File: config.mk
export PLATFORM = sky130hd
export DESIGN_NAME = conv_operand_loader
export DESIGN_NICKNAME = d
export VERILOG_FILES = /design/src/rtl/conv_pkg.sv /design/src/rtl/conv_operand_loader_grid_index_counter.sv /design/src/rtl/conv_operand_loader.sv
export SDC_FILE = /design/constraint.sdc
export NUM_CORES = 1
export LEC_CHECK = 0
export ABC_AREA = 1
export CORE_MARGIN = 5
export CORE_UTILIZATION = 27
export CTS_CLUSTER_DIAMETER = 80
export DETAILED_ROUTE_END_ITERATION = 8
export PLACE_DENSITY_LB_ADDON = 0.2
export SLEW_MARGIN = 15
export SYNTH_ARGS = -nofsm -noshare
export SYNTH_HDL_FRONTEND = slang
export SYNTH_SLANG_ARGS = --single-unit
File: constraint.sdc
create_clock -name clk -period 6.53 [get_ports clk]
set_clock_uncertainty 0.05 [all_clocks]
set_input_delay 1.306 -clock clk [delete_from_list [all_inputs] [get_ports clk]]
set_output_delay 1.306 -clock clk [all_outputs]
set_load 0.01 [all_outputs]
File: src/rtl/conv_pkg.sv
// Shared definitions for the convolution datapath.
// Holds the bus geometry constants, the operand-loader state encoding and
// the dimension legality check. The convolution unit reuses dims_valid.
package conv_pkg;

  localparam int IMG_MAX   = 5;
  localparam int KER_MAX   = 3;
  localparam int DATA_W    = 8;
  localparam int MAT_BUS_W = 400;
  localparam int KER_BUS_W = 72;
  localparam int IMG_BUS_W = 200;

  typedef enum logic [1:0] {
    IDLE     = 2'd0,
    LOAD_IMG = 2'd1,
    LOAD_KER = 2'd2,
    DONE     = 2'd3
  } load_state_e;

  // All dimensions nonzero, within the slot grids, and kernel no larger
  // than the image in either direction.
  function automatic logic dims_valid(input logic [2:0] in_m,
                                      input logic [2:0] in_n,
                                      input logic [1:0] k_m,
                                      input logic [1:0] k_n);
    return (in_m != 3'd0) && (in_n != 3'd0) &&
           (k_m != 2'd0) && (k_n != 2'd0) &&
           (in_m <= 3'd5) && (in_n <= 3'd5) &&
           (in_m >= {1'b0, k_m}) && (in_n >= {1'b0, k_n});
  endfunction

endpackage

File: src/rtl/conv_operand_loader_grid_index_counter.sv
// grid_index_counter: row/column index over a num_rows x num_cols grid.
// Ports:
//   clk, reset    - clock, synchronous active-high reset
//   restart       - return both indices to 0 (takes priority over step)
//   step          - advance one slot in row-major order
//   num_rows/cols - current grid extent (1..7), may change between phases
//   row, col      - current slot
//   wrap          - col is on the final column (the next step wraps)
//   last          - row is on the final row; wrap && last marks the final slot
module grid_index_counter (
  input  logic       clk,
  input  logic       reset,
  input  logic       restart,
  input  logic       step,
  input  logic [2:0] num_rows,
  input  logic [2:0] num_cols,
  output logic [2:0] row,
  output logic [2:0] col,
  output logic       wrap,
  output logic       last
);

  assign wrap = (col == num_cols - 3'd1);
  assign last = (row == num_rows - 3'd1);

  always_ff @(posedge clk) begin
    if (reset || restart) begin
      row <= 3'd0;
      col <= 3'd0;
    end else if (step) begin
      if (wrap) begin
        col <= 3'd0;
        row <= row + 3'd1;
      end else begin
        col <= col + 3'd1;
      end
    end
  end

endmodule

File: src/rtl/conv_operand_loader.sv
// conv_operand_loader: sequential front end for the convolution unit.
// Takes a dimension configuration, then a byte stream (image row-major,
// then kernel row-major) and packs it into the operand buses.
// Handshake: a byte moves on a rising edge where elem_valid and elem_ready
// are both high; elem_ready depends only on state, never on elem_valid,
// and a byte offered while elem_ready is low is simply not taken.
// Ports:
//   clk, reset, clear       - clock, sync reset, sync abort to IDLE
//   cfg_valid, cfg_*        - configuration strobe and dimensions
//   elem_valid/data/ready   - element stream
//   in_m, in_n, k_m, k_n    - latched dimensions
//   matrices_in             - image in bits [199:0], upper half zero
//   kernelMatrix            - packed 3x3 kernel slots
//   load_done, busy         - DONE / loading status levels
//   cfg_err                 - one-cycle pulse on a rejected configuration
//   elem_count, load_cycles - transfer and busy-cycle counters
//   dbg_state               - current FSM state
module conv_operand_loader
  import conv_pkg::*;
(
  input  logic         clk,
  input  logic         reset,
  input  logic         clear,
  input  logic         cfg_valid,
  input  logic [2:0]   cfg_in_m,
  input  logic [2:0]   cfg_in_n,
  input  logic [1:0]   cfg_k_m,
  input  logic [1:0]   cfg_k_n,
  input  logic         elem_valid,
  input  logic [7:0]   elem_data,
  output logic         elem_ready,
  output logic [2:0]   in_m,
  output logic [2:0]   in_n,
  output logic [1:0]   k_m,
  output logic [1:0]   k_n,
  output logic [399:0] matrices_in,
  output logic [71:0]  kernelMatrix,
  output logic         load_done,
  output logic         busy,
  output logic         cfg_err,
  output logic [5:0]   elem_count,
  output logic [9:0]   load_cycles,
  output logic [1:0]   dbg_state
);

  load_state_e          state;
  logic [IMG_BUS_W-1:0] img_bus;
  logic [2:0]           row, col, num_rows, num_cols;
  logic                 wrap, last, grid_end;
  logic                 xfer, cfg_window, cfg_accept;
  logic [4:0]           img_slot;
  logic [3:0]           ker_slot;
  logic [7:0]           img_off;
  logic [6:0]           ker_off;

  assign busy        = (state == LOAD_IMG) || (state == LOAD_KER);
  assign elem_ready  = busy;
  assign load_done   = (state == DONE);
  assign dbg_state   = state;
  assign matrices_in = {{(MAT_BUS_W-IMG_BUS_W){1'b0}}, img_bus};

  assign xfer       = elem_valid && elem_ready;
  assign cfg_window = (state == IDLE) || (state == DONE);
  assign cfg_accept = cfg_window && cfg_valid &&
                      dims_valid(cfg_in_m, cfg_in_n, cfg_k_m, cfg_k_n);
  assign grid_end   = wrap && last;

  // One counter serves both phases; its limits follow the active phase.
  assign num_rows = (state == LOAD_KER) ? {1'b0, k_m} : in_m;
  assign num_cols = (state == LOAD_KER) ? {1'b0, k_n} : in_n;

  assign img_slot = {2'b00, row} * 5'd5 + {2'b00, col};
  assign ker_slot = {1'b0, row} * 4'd3 + {1'b0, col};
  assign img_off  = {img_slot, 3'b000};
  assign ker_off  = {ker_slot, 3'b000};

  grid_index_counter u_idx (
    .clk      (clk),
    .reset    (reset),
    .restart  (clear || cfg_accept || (xfer && grid_end)),
    .step     (xfer),
    .num_rows (num_rows),
    .num_cols (num_cols),
    .row      (row),
    .col      (col),
    .wrap     (wrap),
    .last     (last)
  );

  always_ff @(posedge clk) begin
    if (reset || clear) begin
      state        <= IDLE;
      in_m         <= 3'd0;
      in_n         <= 3'd0;
      k_m          <= 2'd0;
      k_n          <= 2'd0;
      img_bus      <= '0;
      kernelMatrix <= '0;
      cfg_err      <= 1'b0;
      elem_count   <= 6'd0;
      load_cycles  <= 10'd0;
    end else begin
      cfg_err <= 1'b0;
      if (cfg_window && cfg_valid) begin
        if (cfg_accept) begin
          in_m         <= cfg_in_m;
          in_n         <= cfg_in_n;
          k_m          <= cfg_k_m;
          k_n          <= cfg_k_n;
          img_bus      <= '0;
          kernelMatrix <= '0;
          elem_count   <= 6'd0;
          load_cycles  <= 10'd0;
          state        <= LOAD_IMG;
        end else begin
          cfg_err <= 1'b1;
        end
      end else if (busy) begin
        if (load_cycles != 10'd1023) load_cycles <= load_cycles + 10'd1;
        if (xfer) begin
          elem_count <= elem_count + 6'd1;
          if (state == LOAD_IMG) begin
            img_bus[img_off +: 8] <= elem_data;
            if (grid_end) state <= LOAD_KER;
          end else begin
            kernelMatrix[ker_off +: 8] <= elem_data;
            if (grid_end) state <= DONE;
          end
        end
      end
    end
  end

endmodule

==> qor.txt, run 1 <==
Signal buffers: 333
Largest net degree at the start of global routing: 138
1st-iter DRT viols: 773
Post-synth seq share: 0.401
Floorplan core area: 0.0563 sq mm
Top cells by count: nand2_1 (583), dfxtp_1 (307), a21oi_1 (264)
Reg2reg setup slack: 2250 ps
Adder Area Share: 0.0273
Hold-fix buffers at CTS: 0
Min-delay worst type: flip-flop to flip-flop
Drc violations: 0
Crit-path cells: fa_1, ha_1, inv_1, ha_1, inv_1, nor3_2, o211ai_1, nand2_1, a21oi_1
CTS tree: built
Crit path launch: u_idx.row[1]
Rel. slew slack: 0.180
Grt total ovfl: 0
Worst path max stage delay: 780 ps
Most used logic cell in the final layout: nand2_1
Leakage: 0.00744 uW
Most frequent cells in the layout: nand2_1 (582), clkdlybuf4s50_1 (326), dfxtp_1 (307)
Sw Share: 0.256
Post-synth ARST share: 0
Cycle use final: 0.655
Sequential share of cell area: 0.311
RSZ-0062 raised after global routing: no
Slowest stage cell, crit path: ha_1
Post-Syn Area: 0.0153 sq mm
Routed vias/inst: 4.38
Hold path start: img_bus[39]
N_taps: 756
Outcome: finished, final reports clean
Cell Pwr Density: 218 mW/mm^2
Reg power frac: 0.438
Most Used Layer, Global Route: met2
Cell with the most instances after synthesis: nand2_1
Clock Tree Buf Depth: 3
Vias in the first global route: 13200
Complex Gates by Area: 0.112
Top cells, area: dfxtp_1 (40%), nand2_1 (14%), buf_4 (10%)
Top delay family on crit path: adder cells
Dpl hpwl: 41.4 mm
Startpoint types: flip-flop
Yosys top cell by area: dfxtp_1
run 1: flip-flops by register name, summed over array words and instances (netlist names), 3 cells and up:
register and cells:
in_n 3, u_idx.row 3, in_m 3, elem_count 6
load_cycles 10, img_bus 200, kernelMatrix 72, u_idx.col 3
run 1: metrics by stage:
stage | power, uW | worst slack [ps] | std cells | utilization | instance area [sq um]
floorplan | 2190 | 3440 | 2305 | - | 16100
global placement | 2190 | 2010 | 3116 | 0.328 | 18500
detailed placement | 2190 | 2000 | 3116 | 0.328 | 18500
CTS | 4380 | 2220 | 3188 | 0.351 | 19700
global route | 4480 | 1930 | 3188 | 0.351 | 19800
finish | 4310 | 2250 | 3188 | 0.351 | 19800
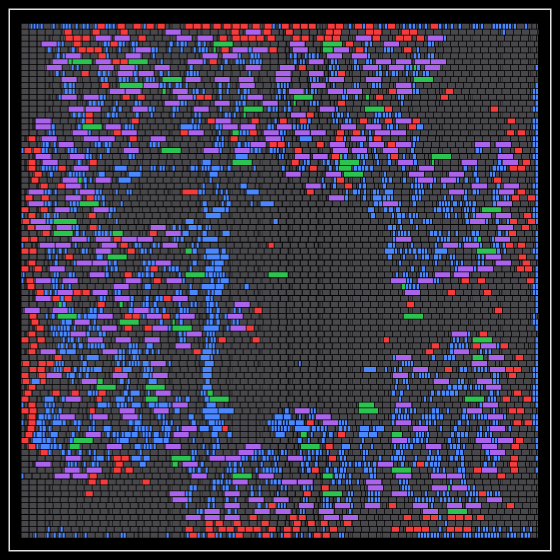
Run 1: placed cells, one color a class
Fill, decap, tap and diode cells in gray.
| class | color | cells |
|---|---|---|
| clock drivers and dummy loads | green | 72 |
| remaining logic cells | blue | 1720 |
| registers | purple | 307 |
| remaining buffers and delay cells | red | 333 |

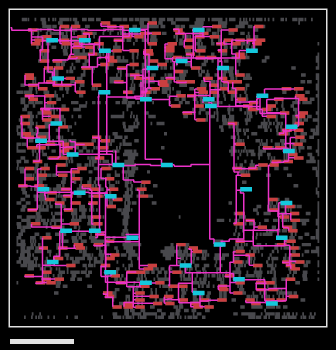
Run 1: clock distribution
Bar = 50 um.
[clock-net drivers] cyan | count: 39
[clock wires] magenta | length: 4860 um
[flip-flops] red | count: 307
flops lie: widely spread
routed clock nets: 40

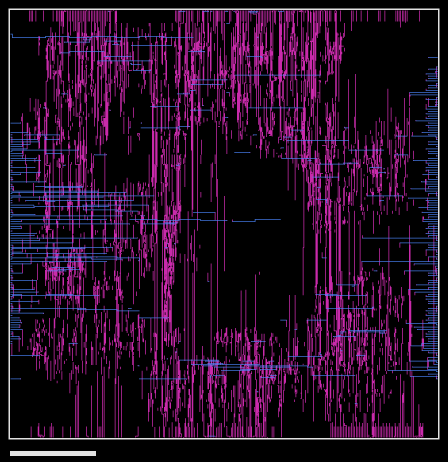
Run 1: wiring by layer
Bar = 50 um. Two of the layers only.
| layer | color | wire length |
|---|---|---|
| M3 | blue | 4200 um |
| M2 | magenta | 26.1 mm |

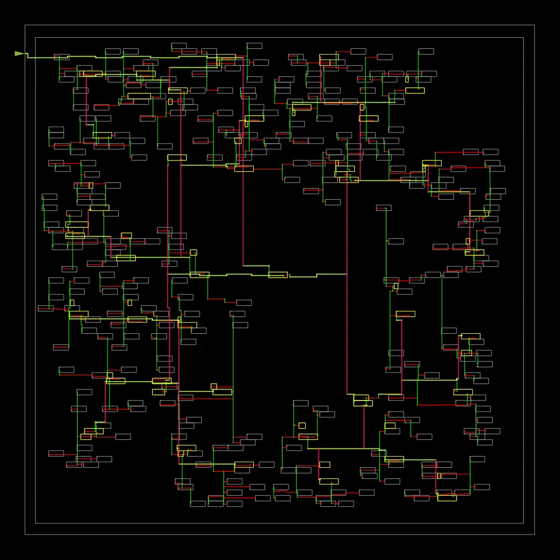
Run 1: clock wiring as the flow saved it
Flop Count: 307
clock sink total: 307
clock-net power: 2160 uW
CLK BUF: 53

--- run 2 (diff from run 1) ---
Clock period 6.53 ns to 4.3 ns, I/O delays scaled along.
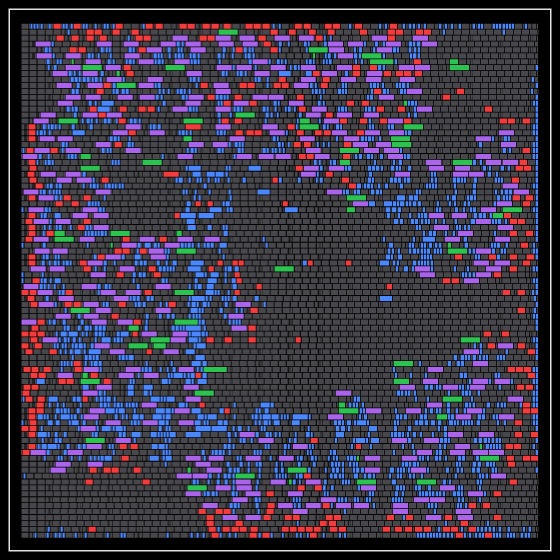
Run 2: placed cells, one color a class
Fill, decap, tap and diode cells in gray.
| class | color | cells |
|---|---|---|
| remaining logic cells | blue | 1720 |
| remaining buffers and delay cells | red | 352 |
| registers | purple | 307 |
| clock drivers and dummy loads | green | 70 |

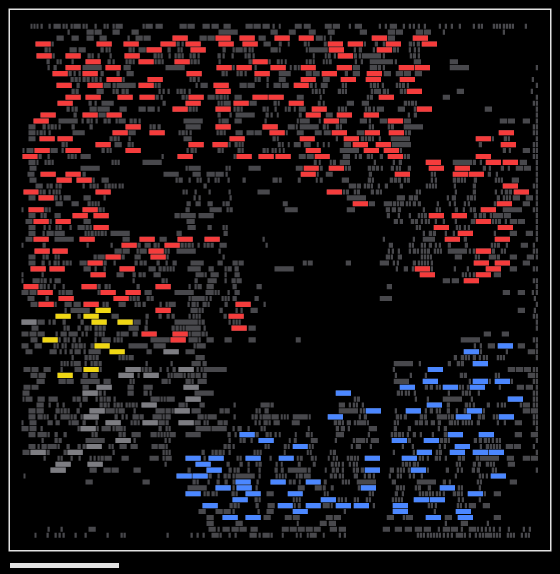
Run 2: register map, names as in the netlist
Bar = 50 um.
| name in the netlist | color | placed flops |
|---|---|---|
| `load_cycles` | yellow | 10 |
| `img_bus` | red | 200 |
| `kernelMatrix` | blue | 72 |
not colored: 25

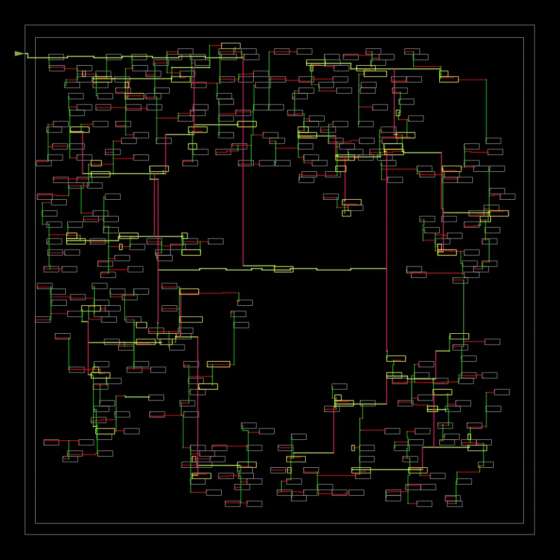
Run 2: clock wiring as the flow saved it
clk latency late pin: 550 ps
clock buffer count from CTS: 41
clock-net power: 3490 uW

==> run 2 against run 1 <==
Compared with the run above:
- first-iteration DRC count is 7.8% higher
- critical path type unchanged
- fmax increased by 20%
- global-route usage grew 0.37 points
- die area is the same
- clock power rose by 62%
- synthesized cell count unchanged
==> qor.txt, run 2 <==
Clock Tree Buf Depth: 3 (unchanged)
Post-Syn Area: 0.0153 sq mm (unchanged)
Top cells by count: nand2_1 (583), dfxtp_1 (307), a21oi_1 (264) (unchanged)
Inst Count DP: 3135 (was 3116)
Top cells, area: dfxtp_1 (40%), nand2_1 (14%), buf_4 (10%) (unchanged)
Crit-path cells: ha_1, ha_1, fa_1, inv_1, nor2_1, nor2_4, buf_4, nor3_4, buf_4, nand2_1, nor2_1, nand2_1, inv_2, o21ai_4, nand2_1, a21oi_1 (was fa_1, ha_1, inv_1, ha_1, inv_1, nor3_2, o211ai_1, nand2_1, a21oi_1)
Placed inst area: 0.0186 sq mm (was 0.0185 sq mm)
Dominant class by area: logic gates (unchanged)
Signal buffers: 352 (was 333)
Final core utilization: 0.355 (was 0.351)
Largest net degree at the start of global routing: 92 (was 138)
1st-iter DRT viols: 833 (was 773)
Slowest stage cell, crit path: fa_1 (was ha_1)
Crit path launch: u_idx.row[1] (unchanged)
Yosys top cell by area: dfxtp_1 (unchanged)
Max FFs per register: 200 (unchanged)
Clock sink total: 307 (unchanged)
Adder Area Share: 0.0273 (unchanged)
Hold-fix buffers at CTS: 0 (unchanged)
RSZ-0062 raised after global routing: no (unchanged)
Vias in the first global route: 13500 (was 13200)
Worst setup margin: 743 ps (was 2250 ps)
Most Used Layer, Global Route: met2 (unchanged)
Rel. slew slack: 0.496 (was 0.180)
Floorplan core area: 0.0563 sq mm (unchanged)
Hold path start: img_bus[8] (was img_bus[39])
Reg power frac: 0.424 (was 0.438)
Pre-CTS setup slack: 615 ps (was 2000 ps)
MaxCap Viol Count: 0 (unchanged)
CLK BUF: 54 (was 53)
Most frequent cells in the layout: nand2_1 (582), clkdlybuf4s50_1 (326), dfxtp_1 (307) (unchanged)
Cell area after layout: 0.0200 sq mm (was 0.0198 sq mm)
Top delay family on crit path: adder cells (unchanged)
Cell Pwr Density: 338 mW/mm^2 (was 218 mW/mm^2)
Drc violations: 0 (unchanged)
Cell with the most instances after synthesis: nand2_1 (unchanged)
Post-synth ARST share: 0 (unchanged)
Leakage: 0.00759 uW (was 0.00744 uW)
Routed vias/inst: 4.38 (about the same)
Startpoint types: flip-flop (unchanged)
Outcome: finished, final reports clean (unchanged)
Complex Gates by Area: 0.112 (unchanged)
Post-synth seq share: 0.401 (unchanged)
Sequential share of cell area: 0.307 (was 0.311)
Most flops, register: img_bus (unchanged)
Dpl hpwl: 42.5 mm (was 41.4 mm)
Min-delay worst type: flip-flop to flip-flop (unchanged)
Worst path max stage delay: 630 ps (was 780 ps)
Grt total ovfl: 0 (unchanged)
CTS tree: built (unchanged)
-- run 2: cell counts after synthesis --
No cell type changed its count.
-- run 2: logic make-up after synthesis --
| kind of cell | Yosys count |
|---|---|
| XOR/XNOR | 16 |
| adder cells (fa/ha/maj) | 31 |
| multiplexers | 2 |
| buffers and inverters | 427 |
| AND-OR/OR-AND | 317 |
| other | 1 |
| flip-flops | 307 |
| AND/OR/NAND/NOR | 1005 |
-- run 2: final timing paths --
check	slack [ps]	to	cells after the start
min reg2reg	410	img_bus[8]	2
max	740	img_bus[187]	16
max reg2reg	740	img_bus[187]	16
min	410	img_bus[8]	2
No activity file was given, so power comes from the tool's default toggle rates.
